**Run 1: wires at chosen ports, followed through buffers**

The bar under the picture is 50 microns long.
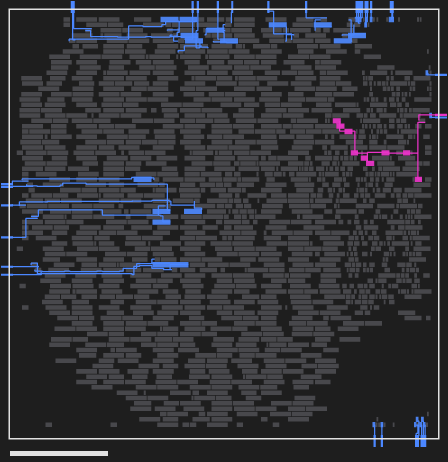
**Run 1: gate-type map**

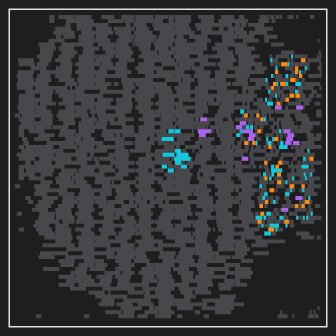
**Run 1: where the registers sit**

The bar under the picture is 50 microns long. Other sequential cells in the stronger gray, the rest of the logic in the fainter gray.
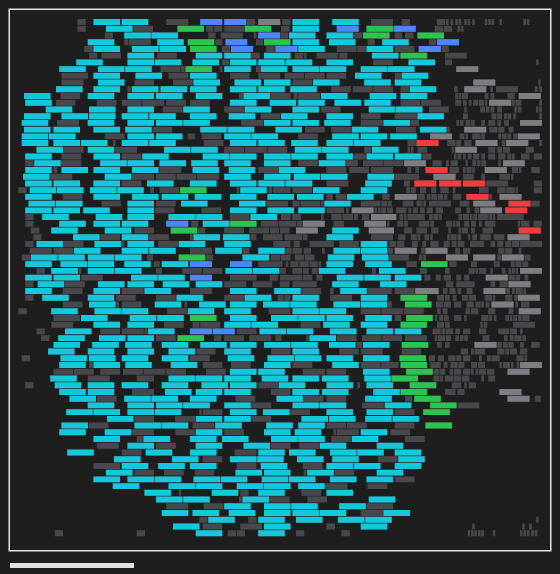
Design note_sequencer, sky130hd; sources not shown.
==> GITHUB_STEP_SUMMARY, run 1 <==
### Yosys + OpenROAD results

| Metric | Value |
|---|---|
| Outcome | `complete, no violations` |
| Crit-path max FO | `42` |
| Vias in the first global route | `12500` |
| Worst setup SP type | `flip-flop` |
| CTS resizes | `0` |
| Largest net degree at the start of global routing | `55` |
| Main flop type | `edfxtp_1` |
| Hold buffers post-CTS | `0` |
| Relative slew margins | `36.7%` |
| Pwr Density | `425 nW/um^2` |
| Critical path arrival | `4420 ps` |
| Yosys stat area | `24800 sq um` |
| R2R depth | `12` |
| Initial antenna violation count | `0` |
| Vias/cell | `6.25` |
| CTS tree | `done` |
| Warnings, synthesis | `0` |
| Starting Density | `55.9%` |
| GRT overflow | `0` |
| Post-layout nets | `1413` |
| Slew Limit Fails | `0` |
| Tmin final | `4130 ps` |
| DRC viols | `0` |
| Starting DRC count in detailed routing | `1508` |
| Fill cells | `2957` |
| Setup bufs post-CTS | `0` |
| Clk slew on worst S/H paths | `70 ps` |
| Root Buffer | `clkbuf_16` |
| Die area | `47700 sq um` |
| Die Wd | `218 microns` |
| Max-Cap Viols | `0` |
| Cts bufs inserted | `59` |
| Final hold slack | `270 ps` |
| Hold crit path type | `primary input to asynchronous set/reset pin` |
| Site Rows | `77` |
| Leading post-synthesis cells by instance count | `edfxtp_1 (544), mux4_2 (160), dfrtp_1 (71)` |
| Top area contributor share | `65.8%` |
| Die Height | `218 microns` |
| Yosys cell count | `1260` |
| Netlist Area Pre-Place | `24800 sq um` |
| Synthesized area per cell | `19.7 sq um` |
| Final setup violation count | `0` |
| Routed len/inst | `26.9 microns` |
| Final hold vios | `0` |
| Post-DP HPWL | `32900 microns` |
| Total iterations of the first detailed-routing run | `5` |
| Clk_lat worst skew | `630 ps` |
| Share of post-route cells with drive strength above 1 | `23.4%` |
| P_int | `8.36 mW` |
| Static Leak | `9.37 nW` |
| Clock buffer depth | `3` |
| Antenna diodes | `0` |
| Post-route clock period utilization | `63.5%` |
| Final ANT Viol Nets | `0` |
| Max reg flops | `512` |
| Routability-driven placement congestion ratio | `0.787` |
| Crit path kind | `flip-flop to flip-flop` |
| Number of enable flip-flop cells | `544` |
| Total number of vias | `12500` |
| Core Box Area | `44400 sq um` |
| Comb pwr share | `28.2%` |
| Req. time, crit path | `6790 ps` |
| GRT Total Usage | `23.3%` |
| Setup TNS | `0 ps` |
## Picture notes: 'wires at chosen ports, followed through buffers'
legend:
  blue:
    port: `tg_writedata`
    direction: output
    end_cells: 32
    buffers: 16
    wire: 1140 microns
  magenta:
    port: `avs_read`
    direction: input
    end_cells: 9
    buffers: 1
    wire: 113 microns
Port-buffer cells: 62
I/O pin cnt: 102

## Picture notes: 'gate-type map'
legend:
  purple:
    family: adder and majority cells
    cells: 19
    most_used: ha_1
    where: east
  orange:
    family: AND and OR gates
    cells: 42
    most_used: and3_1
  cyan:
    family: NOR gates
    cells: 84
    most_used: nor2_1
logic share of the area: 22.5%
most numerous logic cell after layout: edfxtp_1
post-route insts no fill: 1999

## Picture notes: 'where the registers sit'
legend:
  cyan:
    netlist_name: `u_fifo.mem`
    placed_flops: 512
  blue:
    netlist_name: `tg_writedata`
    placed_flops: 16
  green:
    netlist_name: `note_p0`
    placed_flops: 32
  red:
    netlist_name: `avs_readdata`
    placed_flops: 9
Final Core Density: 63.7%
fraction of area in registers: 64.1%
sequential power: 5.20 mW
Register Area: 18100 sq um

## run 1: through the flow
stage	power (mW)	area (sq um)	setup slack [ps]	util (%)	instances
2_1_floorplan	7.47	25000	810	-	1298
3_3_place_gp	8.57	26100	2210	58.7	1877
3_5_place_dp	8.66	26300	2260	59.2	1887
4_1_cts	12.1	28300	2250	63.6	1998
5_1_grt	12.5	28300	2040	63.7	1999
6_report	12.0	28300	2370	63.7	1999
## run 1: final cells by class
class | count | area (sq um) | area share, %
clock inverter | 46 | 433 | 1.53
multi-input combinational | 564 | 6350 | 22.5
inverter | 23 | 86.3 | 0.305
timing repair buffer | 94 | 1030 | 3.65
clock buffer | 65 | 1520 | 5.37
tap | 592 | 741 | 2.62
sequential | 615 | 18100 | 64.1
## run 1: routing by layer
metal / GRT usage [%] / routed length, microns / vias up
li1: - / - / 5277
met1: 35.6 / 22700 / 6521
met2: 34.1 / 24500 / 611
met3: 5.69 / 5380 / 85
met4: 6.57 / 1220 / 0
met5: 0 / 0 / -
## run 1: critical path, delay by kind of cell, from the launching register on
kind	cells	cell delay, ps
adder cells (fa/ha/maj)	2	530
flip-flops	1	930
AND-OR/OR-AND	1	170
buffers and inverters	2	580
AND/OR/NAND/NOR	7	1570
## run 1: cells by family (layout without fill, tap and decap cells)
kind of cell               after synthesis  after routing  share of synthesized area [%]
DFF                                    615            615                           73.0
and+or+nand+nor                        191            191                           4.28
muxes                                  173            173                           15.1
buffers and inverters                  119            228                           2.43
AOI/OAI and AO/OA                      106            106                           2.94
xor gates and xnor gates                36             36                           1.27
adders and majority gates               19             19                          0.989
other                                    1             39                         0.0151
## run 1: power by group through the flow
stage / clock, mW / sequential (mW) / combinational [mW]
floorplan: 0 / 5.13 / 2.34
global placement: 0 / 5.26 / 3.31
detailed placement: 0 / 5.28 / 3.38
CTS: 3.48 / 5.20 / 3.41
global route: 3.64 / 5.25 / 3.64
finish: 3.42 / 5.20 / 3.39
## run 1: cell usage in the layout (no fill, tap or decap), types with 6 or more instances in the layout
| cell | n |
|---|---|
| edfxtp_1 | 544 |
| mux4_2 | 160 |
| dfrtp_1 | 68 |
| clkdlybuf4s50_1 | 61 |
| clkbuf_16 | 59 |
| conb_1 | 39 |
| nor2_1 | 35 |
| nand2_1 | 30 |
| o21ai_0 | 30 |
| inv_1 | 22 |
| buf_4 | 22 |
| xnor2_1 | 18 |
| xor2_1 | 18 |
| ha_1 | 18 |
| nand3_1 | 17 |
| a22o_1 | 17 |
| and3_1 | 16 |
| nor2_4 | 13 |
| clkinv_1 | 13 |
| clkinv_2 | 13 |
| nor3_1 | 11 |
| nand2b_1 | 10 |
| o31ai_1 | 10 |
| mux2i_1 | 8 |
| and4_1 | 7 |
| nand4_1 | 6 |
| o21ai_1 | 6 |
| bufinv_16 | 6 |
| inv_6 | 6 |
| buf_12 | 6 |
--- run 2 (diff from run 1) ---
Settings changed: PLACE_DENSITY 0.73 to 0.76.
Clock period 6.5 ns to 3.6 ns, I/O delays scaled along.
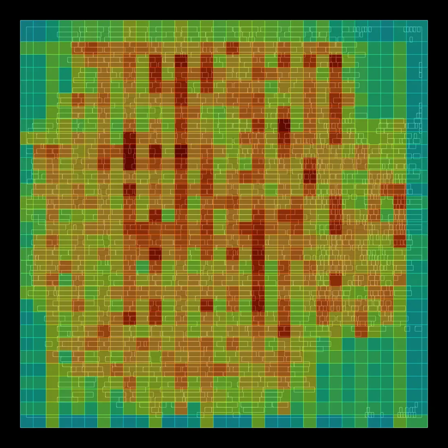
**Above:** run 2 (routing congestion map).
met1 global-route usage: 32.5%
Final Core Density: 64.5%
met2 Use GR: 35.6%

==> GITHUB_STEP_SUMMARY, run 2 <==
### Yosys + OpenROAD results

| Metric | Value |
|---|---|
| Cts bufs inserted | `59` |
| Crit path kind | `flip-flop to flip-flop` |
| Vias/cell | `6.15` |
| Cell type with the largest total area after synthesis | `edfxtp_1` |
| Final setup violation count | `0` |
| Root Buffer | `clkbuf_16` |
| Top area contributor share | `65.8%` |
| R2R depth | `12` |
| Synthesized area per cell | `19.7 sq um` |
| Critical Path Stages | `12` |
| Clock buffer depth | `3` |
| Max reg flops | `512` |
| Starting Density | `55.9%` |
| Dpl cells | `1914` |
| Static Leak | `9.52 nW` |
| Critical path's top delay family | `simple AND/OR/NAND/NOR gates` |
| Initial antenna violation count | `2` |
| Crit-path max FO | `28` |
| Routability-driven placement congestion ratio | `0.807` |
| Yosys stat area | `24800 sq um` |
| Comb pwr share | `29.1%` |
| Synth unique cells | `64` |
| Total number of vias | `12500` |
| Post-Place Setup Slack | `230 ps` |
| Total iterations of the first detailed-routing run | `5` |
| Worst setup margin | `260 ps` |
| Tmin final | `3340 ps` |
| Hold crit path type | `primary input to asynchronous set/reset pin` |
| Most numerous logic cell after layout | `edfxtp_1` |
| Largest net degree at the start of global routing | `133` |
| Critical path arrival | `3640 ps` |
| Die Height | `218 microns` |
| Site Rows | `77` |
| GRT overflow | `0` |
| Setup TNS | `0 ps` |
| Main flop type | `edfxtp_1` |
| CTS tree | `done` |
| Yosys cell count | `1260` |
| Relative slew margins | `39.9%` |
| Max-Cap Viols | `0` |
| Die Wd | `218 microns` |
| Outcome | `complete, no violations` |
| Post-layout nets | `1442` |
| Clk_lat worst skew | `620 ps` |
| Number of enable flip-flop cells | `544` |
| Req. time, crit path | `3900 ps` |
| Warnings, synthesis | `0` |
| Final hold vios | `0` |
| Vias in the first global route | `12700` |
| Pwr Density | `751 nW/um^2` |
| Core Box Area | `44400 sq um` |
| Leading post-synthesis cells by instance count | `edfxtp_1 (544), mux4_2 (160), dfrtp_1 (71)` |
| Post-DP HPWL | `28700 microns` |
| Post-route clock period utilization | `92.8%` |
| Netlist Area Pre-Place | `24800 sq um` |
| I/O pin cnt | `102` |
| Port-buffer cells | `62` |
| Final ANT Viol Nets | `0` |
| Die area | `47700 sq um` |
| Share of post-route cells with drive strength above 1 | `24.7%` |
| GRT Total Usage | `22.5%` |
| Starting DRC count in detailed routing | `1545` |
| Most frequent logic cells in the routed design | `edfxtp_1 (544), mux4_2 (160), dfrtp_1 (68)` |
| CP bufs+invs | `2` |
| P_int | `15.2 mW` |
| Post-route insts no fill | `2029` |
| Worst setup SP type | `flip-flop` |
| Routed len/inst | `25.7 microns` |
| Slew Limit Fails | `0` |
| Clk slew on worst S/H paths | `60 ps` |
| DRC viols | `0` |
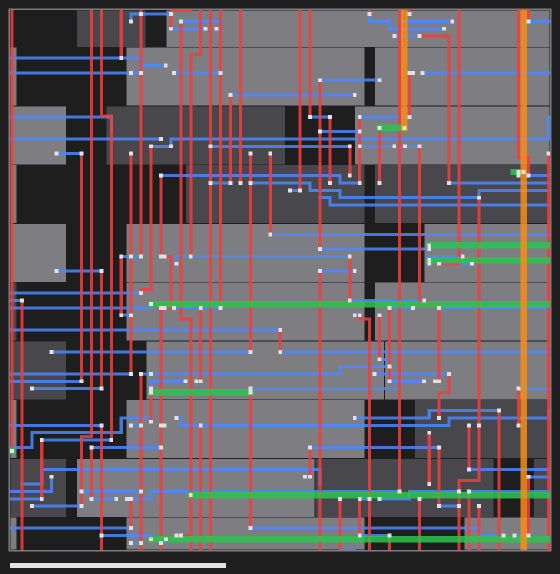
**Above:** run 2 (zoomed window).
The bar under the picture is 10 microns long. Window x 42 to 67, y 42 to 67 microns. Cells in gray, sequential cells in the stronger gray; small squares are vias.
legend:
  red:
    layer: met2
  orange:
    layer: met4
  blue:
    layer: met1
  green:
    layer: met3
most frequent: edfxtp_1 (14), mux4_2 (4)
sequential cells in the window: 14
cells with their middle in the window: 21

run 2: power by group through the flow:
stage                     combinational, mW  sequential (mW)  clock (mW)
after floorplan                        4.34             9.26           0
after global placement                 6.17             9.22           0
after detailed placement               6.27             9.25           0
after CTS                              6.33             9.13        6.24
after global routing                   6.75             9.21        6.50
final                                  6.27             9.14        6.12
run 2: worst reg2reg max path: stages, from the launching register on:
cell and delay (ps):
dfrtp_1 420, inv_1 170, ha_1 220, fa_1 220, nor2b_1 60, o21a_1 180
or3_1 330, nand2_1 110, nor3_2 80, nor3b_4 380, nand2_2 270, nor3_4 300
buf_12 250
run 2: through the flow:
| step | util (%) | area [sq um] | hold WS [ps] | power [mW] |
|---|---|---|---|---|
| floorplan | - | 25100 | 244 | 13.6 |
| global placement | 60.0 | 26600 | 455 | 15.4 |
| detailed placement | 60.0 | 26700 | 402 | 15.5 |
| CTS | 64.4 | 28600 | 292 | 21.7 |
| global route | 64.5 | 28600 | 324 | 22.5 |
| finish | 64.5 | 28600 | 311 | 21.5 |
run 2: routing by layer:
metal / global-route usage (%) / part of all wire [%] / vias to the layer above
met5: 0 / 0.015 / -
met4: 7.26 / 2.7 / 2
met3: 3.99 / 7.4 / 96
met1: 32.5 / 41 / 6528
li1: - / - / 5320
met2: 35.6 / 49 / 542
run 2: cell type report:
type,count,area [sq um]
sequential,615,18100
fill,2855,15800
multi-input combinational,564,6410
clock buffer,88,1660
timing repair buffer,123,1340
tap,592,741
clock inverter,23,293
inverter,23,86.3
antenna,1,2.50
run 2: repair_timing:
| action | CTS | global route |
|---|---|---|
| hold endpoints to repair | 11 | 0 |
| hold buffers | 1 | 0 |
| endpoints found under the setup margin | 0 | 6 |
| gates resized | 0 | 2 |
| setup buffers | 0 | 2 |
run 2: cell families after synthesis:
group | after synthesis | share of synthesized area, %
buffers and inverters | 119 | 2.43
muxes | 173 | 15.1
DFF | 615 | 73.0
adders and majority gates | 19 | 0.989
AOI/OAI and AO/OA | 106 | 2.94
and+or+nand+nor | 191 | 4.28
other | 1 | 0.0151
xor gates and xnor gates | 36 | 1.27
Power and IR drop assume default switching activity.
